Run 1, routing congestion map:
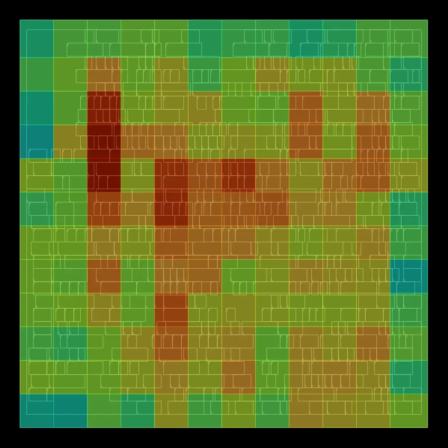
Run 1, close-up of the layout:
Window x 27 to 57, y 10 to 40 um. Cells in gray, sequential cells in the stronger gray; small squares are vias.
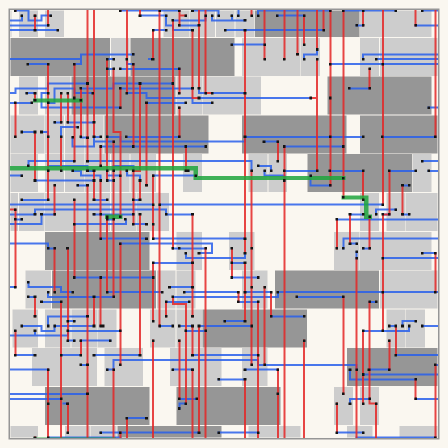
Run 1, clock wires, drivers and flops:
(4 px per um)
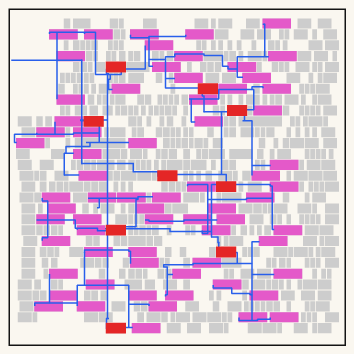
--- src/rtl/i2c_init_seq.sv ---
// Boot-time I2C register initialiser: replays a ROM table as I2C writes with
// per-entry retry on NACK, then hands the master port to one runtime client.
`timescale 1ns/1ps
module i2c_init_seq #(
  parameter int N_INIT  = 16,
  parameter int RETRIES = 3,
  parameter int GAP     = 120,
  localparam int IW     = $clog2(N_INIT + 1)
) (
  input  logic          clk_i,
  input  logic          rst_ni,
  output logic [IW-1:0] rom_addr_o,
  input  logic [22:0]   rom_data_i,
  output logic          m_val_o,
  output logic [6:0]    m_daddr_o,
  output logic [7:0]    m_addr_o,
  output logic [7:0]    m_data_o,
  output logic          m_wen_o,
  input  logic          m_rdy_i,
  input  logic          r_val_i,
  input  logic          r_err_i,
  input  logic [7:0]    r_data_i,
  output logic          r_rdy_o,
  input  logic          c_val_i,
  input  logic [6:0]    c_daddr_i,
  input  logic [7:0]    c_addr_i,
  input  logic [7:0]    c_data_i,
  input  logic          c_wen_i,
  output logic          c_rdy_o,
  output logic          c_rval_o,
  output logic          c_rerr_o,
  output logic [7:0]    c_rdata_o,
  input  logic          c_rrdy_i,
  output logic          init_done_o,
  output logic          init_fail_o,
  output logic [IW-1:0] fail_idx_o
);

  localparam int RW = $clog2(RETRIES + 1);
  localparam int GW = $clog2(GAP + 1);

  typedef enum logic [3:0] {
    S_FETCH, S_LOAD, S_ISSUE, S_WAIT, S_GAP,
    S_C_IDLE, S_C_ISSUE, S_C_WAIT, S_C_RESP
  } state_t;

  state_t        state;
  logic [IW-1:0] idx;
  logic [RW-1:0] retry_cnt;
  logic [GW-1:0] gap_cnt;
  logic          again;

  always_ff @(posedge clk_i) begin
    if (!rst_ni) begin
      state       <= S_FETCH;
      idx         <= '0;
      retry_cnt   <= '0;
      gap_cnt     <= '0;
      again       <= 1'b0;
      rom_addr_o  <= '0;
      m_val_o     <= 1'b0;
      m_daddr_o   <= '0;
      m_addr_o    <= '0;
      m_data_o    <= '0;
      m_wen_o     <= 1'b0;
      r_rdy_o     <= 1'b0;
      c_rdy_o     <= 1'b0;
      c_rval_o    <= 1'b0;
      c_rerr_o    <= 1'b0;
      c_rdata_o   <= '0;
      init_done_o <= 1'b0;
      init_fail_o <= 1'b0;
      fail_idx_o  <= '0;
    end else begin
      unique case (state)
        S_FETCH: state <= S_LOAD;

        S_LOAD: begin
          m_daddr_o <= rom_data_i[22:16];
          m_addr_o  <= rom_data_i[15:8];
          m_data_o  <= rom_data_i[7:0];
          m_wen_o   <= 1'b1;
          // Zero device address marks a short table; idx limit covers a full one.
          if (idx == IW'(N_INIT) || rom_data_i[22:16] == 7'd0) begin
            init_done_o <= 1'b1;
            c_rdy_o     <= 1'b1;
            state       <= S_C_IDLE;
          end else begin
            m_val_o <= 1'b1;
            state   <= S_ISSUE;
          end
        end

        S_ISSUE: begin
          if (m_rdy_i) begin
            m_val_o <= 1'b0;
            r_rdy_o <= 1'b1;
            state   <= S_WAIT;
          end
        end

        S_WAIT: begin
          if (r_val_i) begin
            r_rdy_o <= 1'b0;
            if (!r_err_i) begin
              retry_cnt <= '0;
              idx       <= idx + IW'(1);
              again     <= 1'b0;
              gap_cnt   <= '0;
              state     <= S_GAP;
            end else if (int'(retry_cnt) + 1 < RETRIES) begin
              retry_cnt <= retry_cnt + RW'(1);
              again     <= 1'b1;
              gap_cnt   <= '0;
              state     <= S_GAP;
            end else begin
              init_fail_o <= 1'b1;
              fail_idx_o  <= idx;
              init_done_o <= 1'b1;
              c_rdy_o     <= 1'b1;
              state       <= S_C_IDLE;
            end
          end
        end

        S_GAP: begin
          if (gap_cnt == GW'(GAP - 1)) begin
            if (again) begin
              m_val_o <= 1'b1;
              state   <= S_ISSUE;
            end else begin
              rom_addr_o <= idx;
              state      <= S_FETCH;
            end
          end else begin
            gap_cnt <= gap_cnt + GW'(1);
          end
        end

        // Runtime passthrough: one outstanding client transaction at a time.
        S_C_IDLE: begin
          if (c_val_i) begin
            m_daddr_o <= c_daddr_i;
            m_addr_o  <= c_addr_i;
            m_data_o  <= c_data_i;
            m_wen_o   <= c_wen_i;
            c_rdy_o   <= 1'b0;
            m_val_o   <= 1'b1;
            state     <= S_C_ISSUE;
          end
        end

        S_C_ISSUE: begin
          if (m_rdy_i) begin
            m_val_o <= 1'b0;
            r_rdy_o <= 1'b1;
            state   <= S_C_WAIT;
          end
        end

        S_C_WAIT: begin
          if (r_val_i) begin
            r_rdy_o   <= 1'b0;
            c_rerr_o  <= r_err_i;
            c_rdata_o <= r_data_i;
            c_rval_o  <= 1'b1;
            state     <= S_C_RESP;
          end
        end

        S_C_RESP: begin
          if (c_rrdy_i) begin
            c_rval_o <= 1'b0;
            c_rdy_o  <= 1'b1;
            state    <= S_C_IDLE;
          end
        end

        default: state <= S_FETCH;
      endcase
    end
  end

endmodule

--- config.mk ---
export PLATFORM = sky130hd
export DESIGN_NAME = i2c_init_seq
export DESIGN_NICKNAME = d
export VERILOG_FILES = /design/src/rtl/i2c_init_seq.sv
export SDC_FILE = /design/constraint.sdc
export NUM_CORES = 1
export LEC_CHECK = 0
export ABC_AREA = 1
export CORE_UTILIZATION = 49
export DETAILED_ROUTE_END_ITERATION = 16
export GPL_TIMING_DRIVEN = 1
export PLACE_DENSITY = 0.82
export SKIP_CTS_REPAIR_TIMING = 1
export SLEW_MARGIN = 20
export SYNTH_ARGS = -nofsm -noshare
export SYNTH_HDL_FRONTEND = slang
export SYNTH_SLANG_ARGS = --single-unit
--- constraint.sdc ---
create_clock -name clk_i -period 3.9 [get_ports clk_i]
set_input_delay 0.585 -clock clk_i [delete_from_list [all_inputs] [get_ports clk_i]]
set_output_delay 0.585 -clock clk_i [all_outputs]
set_load 0.01 [all_outputs]
==> flow_summary.toml, run 1 <==
# flow metrics
[synthesis]
ys_ff = 68
common_cells = "nand2_1, nor2_1, dfxtp_1"
synthesis.nets = 542
yosys.cell_count.top_type = "nand2_1"
simple_gate_area_share_pct = 31.7
syn_area_um2 = 3260
ys_top_cells_by_area = "dfxtp_1, nand2_1, nor2_1"
synthArstFlopShare_pct = 0
ys.flop_type = "dfxtp_1"
edf_count = 0

[detailed_routing]
met1_length_mm = 3.90
met3WireLength_um = 764
drc = 0
routed.top_layer = "met4"
wl_per_cell_um = 13.1
viasPerCell = 5.16
wl_met2_mm = 3.91

[worst_setup_path]
timing.setup.critical_path_class = "in -> reg"
startpoint_type = "input pin"
worstPathArrival_ns = 2.61
r2r_cells = 7
slowest_delay_ns = 1.06
path_cells = "clkdlybuf4s50_1 > inv_1 > nor2_1 > o21ai_0 > nor2_1"
crit_path_max_fanout = 30
crit_family = "buffers and inverters"
reg2reg_slack_ns = 1.70
cp-end-kind = "register"
cp.depth = 5
rr_endpoint = "m_wen_o"

[grt]
grt_pass1_wl_mm = 14.0

[timing]
fmax_mhz = 428
setup_viol = 0
fin_ws_ns = 1.56
finalCritPeriodShare_pct = 59.9
setup_tns_ns = 0

[final_layout]
lay_top_count = "nand2_1"
n_antenna_cell = 0
drive_gt1_share_pct = 6.32
area_growth_pct = 41.1

[floorplanning]
fp_util_pct = 51.1
die-area_um2 = 6990
core_um2 = 6390

[placed_design]
gp_congestion = 0.868
dp.final_hpwl_mm = 6.01

[clocking]
htreeDepth = 3
clock_sinks = 68
cts_buffers = 9

[worst_hold_path]
holdPathEnd = "c_rerr_o"
hp-class = "reg -> reg"

[pwr]
power.density_nw_per_um2 = 539

[status]
status = "complete, no violations"
About 'routing congestion map':
total track usage: 24.6%
global-route met1 utilization: 31.2%
GRT Max-Usage Layer: met2
GR Util met2: 41.1%

About 'close-up of the layout':
[red] met2
[green] met3
[blue] met1
cells with their middle in the window: 75
sequential cells in the window: 16
most frequent: dfxtp_1 (16), nor2_1 (15)
netlist names of flops here include: idx (5), fail_idx_o (3), m_addr_o (2)

About 'clock wires, drivers and flops':
[blue] clock wires | length: 821 um
[red] cells driving clock nets | count: 9
[magenta] flip-flops | count: 68
flops lie: all over the die
routed clock nets: 10
Clk. pwr: 0.672 mW
clk_lat worst skew: 0.34 ns
Clk pwr share: 27.1%

## run 1: power by group
part	total [mW]	switching (mW)	internal, mW	leakage (nW)
Clock	0.672	0.259	0.413	0.116
Sequential	0.926	0.0921	0.834	0.554
Combinational	0.885	0.471	0.414	1.27
## run 1: registers in the layout (all words and copies together) (netlist names), 2 cells and up
signal and cells:
rom_addr_o 5, retry_cnt 2, gap_cnt 7, state 4
m_addr_o 8, idx 5, c_rdata_o 8, m_daddr_o 7
m_data_o 8, fail_idx_o 5
## run 1: final cells by class
cell class | count | area [um^2]
flip-flops and latches | 68 | 1360
inverters | 41 | 159
well taps | 77 | 96.3
clock buffers | 13 | 169
repair buffers | 111 | 1110
fillers | 524 | 1780
multi-input cells | 349 | 1640
clock inverters | 3 | 67.6
Run 1, selected gate families:
(6 px per um)
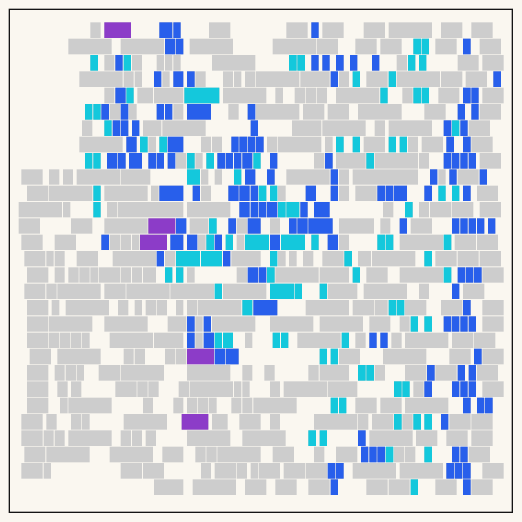

==> run 1 -> run 2 <==
CORE_UTILIZATION = 41   (was 49)
PLACE_DENSITY = 0.73   (was 0.82)
clock period = 1.9 ns   (was 3.9 ns; I/O delays follow)
Run 2, selected gate families:
(6 px per um)
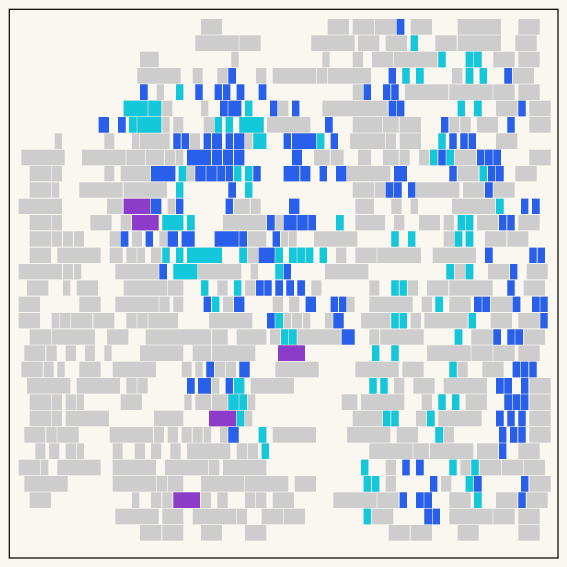
[cyan] NOR gates | cells: 91
[purple] adder and majority cells | cells: 5
[blue] NAND gates | cells: 147
Top cell excl fill/tap: nand2_1
non-filler cells, final: 697
combinational share of cell area: 35.0%

==> run 2 against run 1 <==
- count of clock-buffer cells in the layout fell by 4
- clock power rose by 95%
- sequential share of layout area fell by 0.58 points
- synthesized cell count did not move
- sequential power rose by 100%
- register-to-register slack got worse by 1.5 ns
- largest cell class unchanged
- core utilization fell by 11 points
- hold slack improved by 0.0023 ns
- clock skew rose by 0.00075 ns
==> flow_summary.toml, run 2 <==
# flow metrics
[status]
status = "complete, no violations"

[clocking]
cts_buffers = 9
htreeDepth = 3
insertion_delay_ns = 0.34
clock_sinks = 68

[final_layout]
n_antenna_cell = 0
num-fill-cells = 725
top_regs = "c_rdata_o (8), m_addr_o (8), m_data_o (8)"
area_growth_pct = 44.0
seq_area_um2 = 1360
drive_gt1_share_pct = 8.07
utilization_pct = 60.8
mi_logic_area_um2 = 1640
nets = 657

[synthesis]
yosysCellCount = 475
syn_area_um2 = 3260
synthesis.nets = 542
ys_ff = 68
synth_cell_type_count = 30
common_cells = "nand2_1, nor2_1, dfxtp_1"
synthArstFlopShare_pct = 0
simple_gate_area_share_pct = 31.7
ys_sh_aoi_pct = 16.3
yosys.cell_count.top_type = "nand2_1"
ys.flop_type = "dfxtp_1"

[pwr]
power.density_nw_per_um2 = 1070
clkPwrFrac_pct = 26.1
seqPwrFrac_pct = 37.5
pg_seq_mw = 1.89
p_switching_mw = 1.71
internal_power_mw = 3.33
power_leader = "registers"
power_frac_comb_pct = 36.4
switching_share_pct = 33.9

[floorplanning]
die-area_um2 = 8320
fp_util_pct = 42.2
core_um2 = 7730

[timing]
setup_viol = 0
setup_tns_ns = 0
fin_ws_ns = 0.188
fmax_mhz = 584
finalCritPeriodShare_pct = 90.1

[placed_design]
place_area_um2 = 4480
dp.final_hpwl_mm = 6.62
gp_congestion = 0.995
dp_slack_ns = 0.135

[worst_setup_path]
crit_family = "buffers and inverters"
slowest_delay_ns = 0.46
rr_endpoint = "m_addr_o[5]"
crit_path_max_fanout = 24
worstPathArrival_ns = 1.94
path_cells = "inv_2 > nor2_4 > nand2_4 > inv_4 > a21oi_4 > buf_4 > o21ai_0 > nor2_1"
startpoint_type = "register"
r2r_cells = 8
cp-end-kind = "register"
timing.setup.critical_path_class = "reg -> reg"
cp.depth = 8
reg2reg_slack_ns = 0.19

[grt]
grt_usage_pct = 22.1
grt_pass1_wl_mm = 14.8

[detailed_routing]
drc = 0
viasPerCell = 4.89
wl_per_cell_um = 12.5

[worst_hold_path]
holdPathEnd = "c_rdata_o[2]"
hp-class = "reg -> reg"
Run 2, signal metal coverage by tile:
(4 px per um) The die is cut into 18 by 18 equal tiles; white is low, dark blue is high, scaled to the fullest tile. Values are wire area over tile area, all layers added.
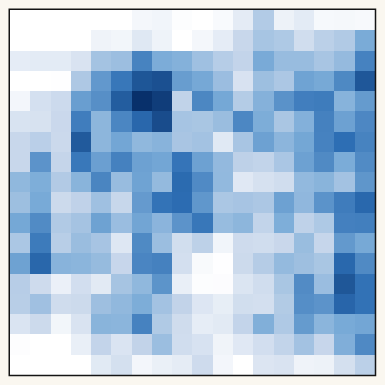
fullest tile: 0.47
nearly empty tiles: 8.3%
tiles over half the peak: 29%
mean over tiles: 0.17
Routed WL: 8.73 mm
via count: 3,408

## run 2: cell counts after synthesis
No cell type changed its count.
## run 2: logic make-up (layout without fill, tap and decap cells)
group / after synthesis / in the layout
and+or+nand+nor: 239 / 239
AOI/OAI and AO/OA: 103 / 103
adders and majority gates: 5 / 5
DFF: 68 / 68
buffers and inverters: 58 / 178
xor gates and xnor gates: 2 / 2
## run 2: per-layer routing
metal / vias up / share of wire (%) / global-route usage, %
met4: 0 / 1.1 / 8.73
met1: 1518 / 46 / 28.6
met2: 125 / 45 / 35.7
met3: 6 / 8.0 / 4.86
li1: 1759 / - / -
met5: - / 0 / 0
## run 2: cell type report
class	count	share of cell area [%]
timing repair buffer	121	25.2
clock buffer	9	2.64
sequential	68	29.0
clock inverter	7	2.10
tap	102	2.72
inverter	41	3.38
multi-input combinational	349	35.0
No activity file was given, so power comes from the tool's default toggle rates.
